==> config.mk <==
export PLATFORM = sky130hd
export DESIGN_NAME = tc_timer_core_flat
export DESIGN_NICKNAME = d
export VERILOG_FILES = /design/src/rtl/tc_timer_core_if.sv /design/src/rtl/tc_timer_core.sv /design/src/flat_wrapper.sv
export SDC_FILE = /design/constraint.sdc
export NUM_CORES = 1
export LEC_CHECK = 0
export CORE_MARGIN = 3
export CORE_UTILIZATION = 35
export CTS_CLUSTER_DIAMETER = 80
export DETAILED_ROUTE_END_ITERATION = 10
export PLACE_DENSITY = 0.65
export SYNTH_ARGS = -nofsm -noshare
export SYNTH_HDL_FRONTEND = slang
export SYNTH_SLANG_ARGS = --single-unit
==> constraint.sdc <==
create_clock -name clk -period 4.4 [get_ports clk]
set_input_delay 0.44 -clock clk [delete_from_list [all_inputs] [get_ports clk]]
set_output_delay 0.44 -clock clk [all_outputs]
set_load 0.005 [all_outputs]
### Port wiring

Drawn at 6 px/um.
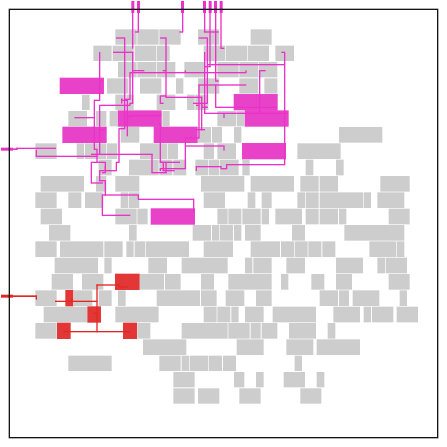
`rst` -> red  # direction input, end cells 6, buffers 1, wire 36.4 um
`tmr_count` -> magenta  # direction output, end cells 8, buffers 8, wire 432 um
IO Count: 37
# port buffers: 36

### Clock distribution

Drawn at 4 px/um.
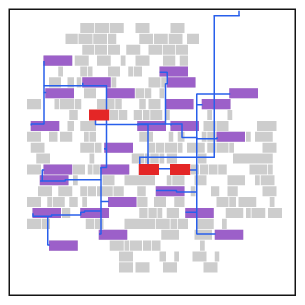
flip-flops -> purple  # count 25
clock drivers -> red  # count 3
clock wires -> blue  # length 324 um
routed clock nets = 4
Clock power frac: 32.2%
worst skew pair latency: 0.27 ns
Setup Skew: 0.00391 ns

==> out/results.ini <==
[outcome]
status=finished, final reports clean

[global_routing]
met3_usage_pct=3.13
overflow=0
antenna_found_initial=0
first_global_vias=1204
grt_util_all_layers_pct=13.3

[synthesis]
ff_type=dfxtp_1
edf_count=0
fa_ha_area_share_pct=8.42
post_synth_mux_area_share_pct=0.674
xor_share_pct=12.4
synthArstFlopShare_pct=0
most_common_cell=dfxtp_1
synth_seq_share_pct=33.7
ys_cells=165
avgSynthCellArea_um2=9.00
synth_warnings=0
ys.flops=25
synth_area_um2=1490
common_cells=dfxtp_1, nor2_1, xor2_1
ys_chip_area_um2=1490
largest_area_cell=dfxtp_1
synth_cell_type_count=44

[timing]
whs_ns=0.389
hold_viol=0
tightest_slew_ns=0.479
maxClockFrequency_ghz=0.399
tns_ns=0
maxSlewViolCount=0
finalCritPeriodShare_pct=57.0
fin_ws_ns=1.89

[clock_network]
cts_buffer_depth=2
hold_buffers=0
cts_tree=done
cts.clk_slew.worst_paths_ns=0.09
post_cts_buffers=0

[finish]
drive_above_1_share_pct=6.90
area_growth_pct=31.1
nets=238
final_util_pct=48.0
logic_area_um2=943

[route]
drc=0
ant_nets=0
wl_met3_um=89
via_per_inst=4.97
wl_per_cell_um=12.6
dr_wl_met2_mm=1.49

[worst_setup_path]
ff2ff_setup_slack_ns=2.13
critPathTopFamily=AND-OR/OR-AND gates
critPathMaxStageDelay_ns=0.48
cp.required_ns=4.60
reg2reg_depth=8
crit_buf_inv=2
path_cells=clkdlybuf4s50_1 -> inv_1 -> ha_1 -> a21o_1 -> a2111oi_0 -> o21ai_2 -> nand2_4 -> o21ai_1 -> nor2_1
setup.worst_path.start_class=primary input
cp_data_arrival_time_ns=2.71
endpoint_kind=register

[power_and_ir_drop]
switching_share_pct=22.9
seq_power_share_pct=54.6
p_leak_nw=0.757
p_switching_mw=0.0961
p_comb_share_pct=13.2
power_mw=0.419
vdd_drop_max_v=0.000133

[run]
warnings=26

[floorplan]
die_w_um=71.1
rows=23
die_area_um2=5060
fp-utilization_pct=36.6

[placement]
place_ws_ns=1.56
placed_area_um2=1900
dp_hpwl_mm=2.48
dp_cells=249
gp_congestion=0.730

power by group through the flow:
| stage | logic (mW) | clock network (mW) | registers, mW |
|---|---|---|---|
| finish | 0.0553 | 0.135 | 0.229 |
| global route | 0.0608 | 0.150 | 0.229 |
| CTS | 0.0559 | 0.141 | 0.229 |
| detailed placement | 0.0556 | 0 | 0.234 |
| global placement | 0.0551 | 0 | 0.234 |
| floorplan | 0.0270 | 0 | 0.234 |
area by class of cell:
cell class | instances | area share [%]
multi-input cells | 129 | 48.5
clock inverters | 1 | 0.257
inverters | 9 | 1.74
repair buffers | 36 | 18.5
flip-flops and latches | 25 | 25.7
clock buffers | 3 | 2.12
well taps | 50 | 3.21
Power is estimated from default activity; no workload was simulated.
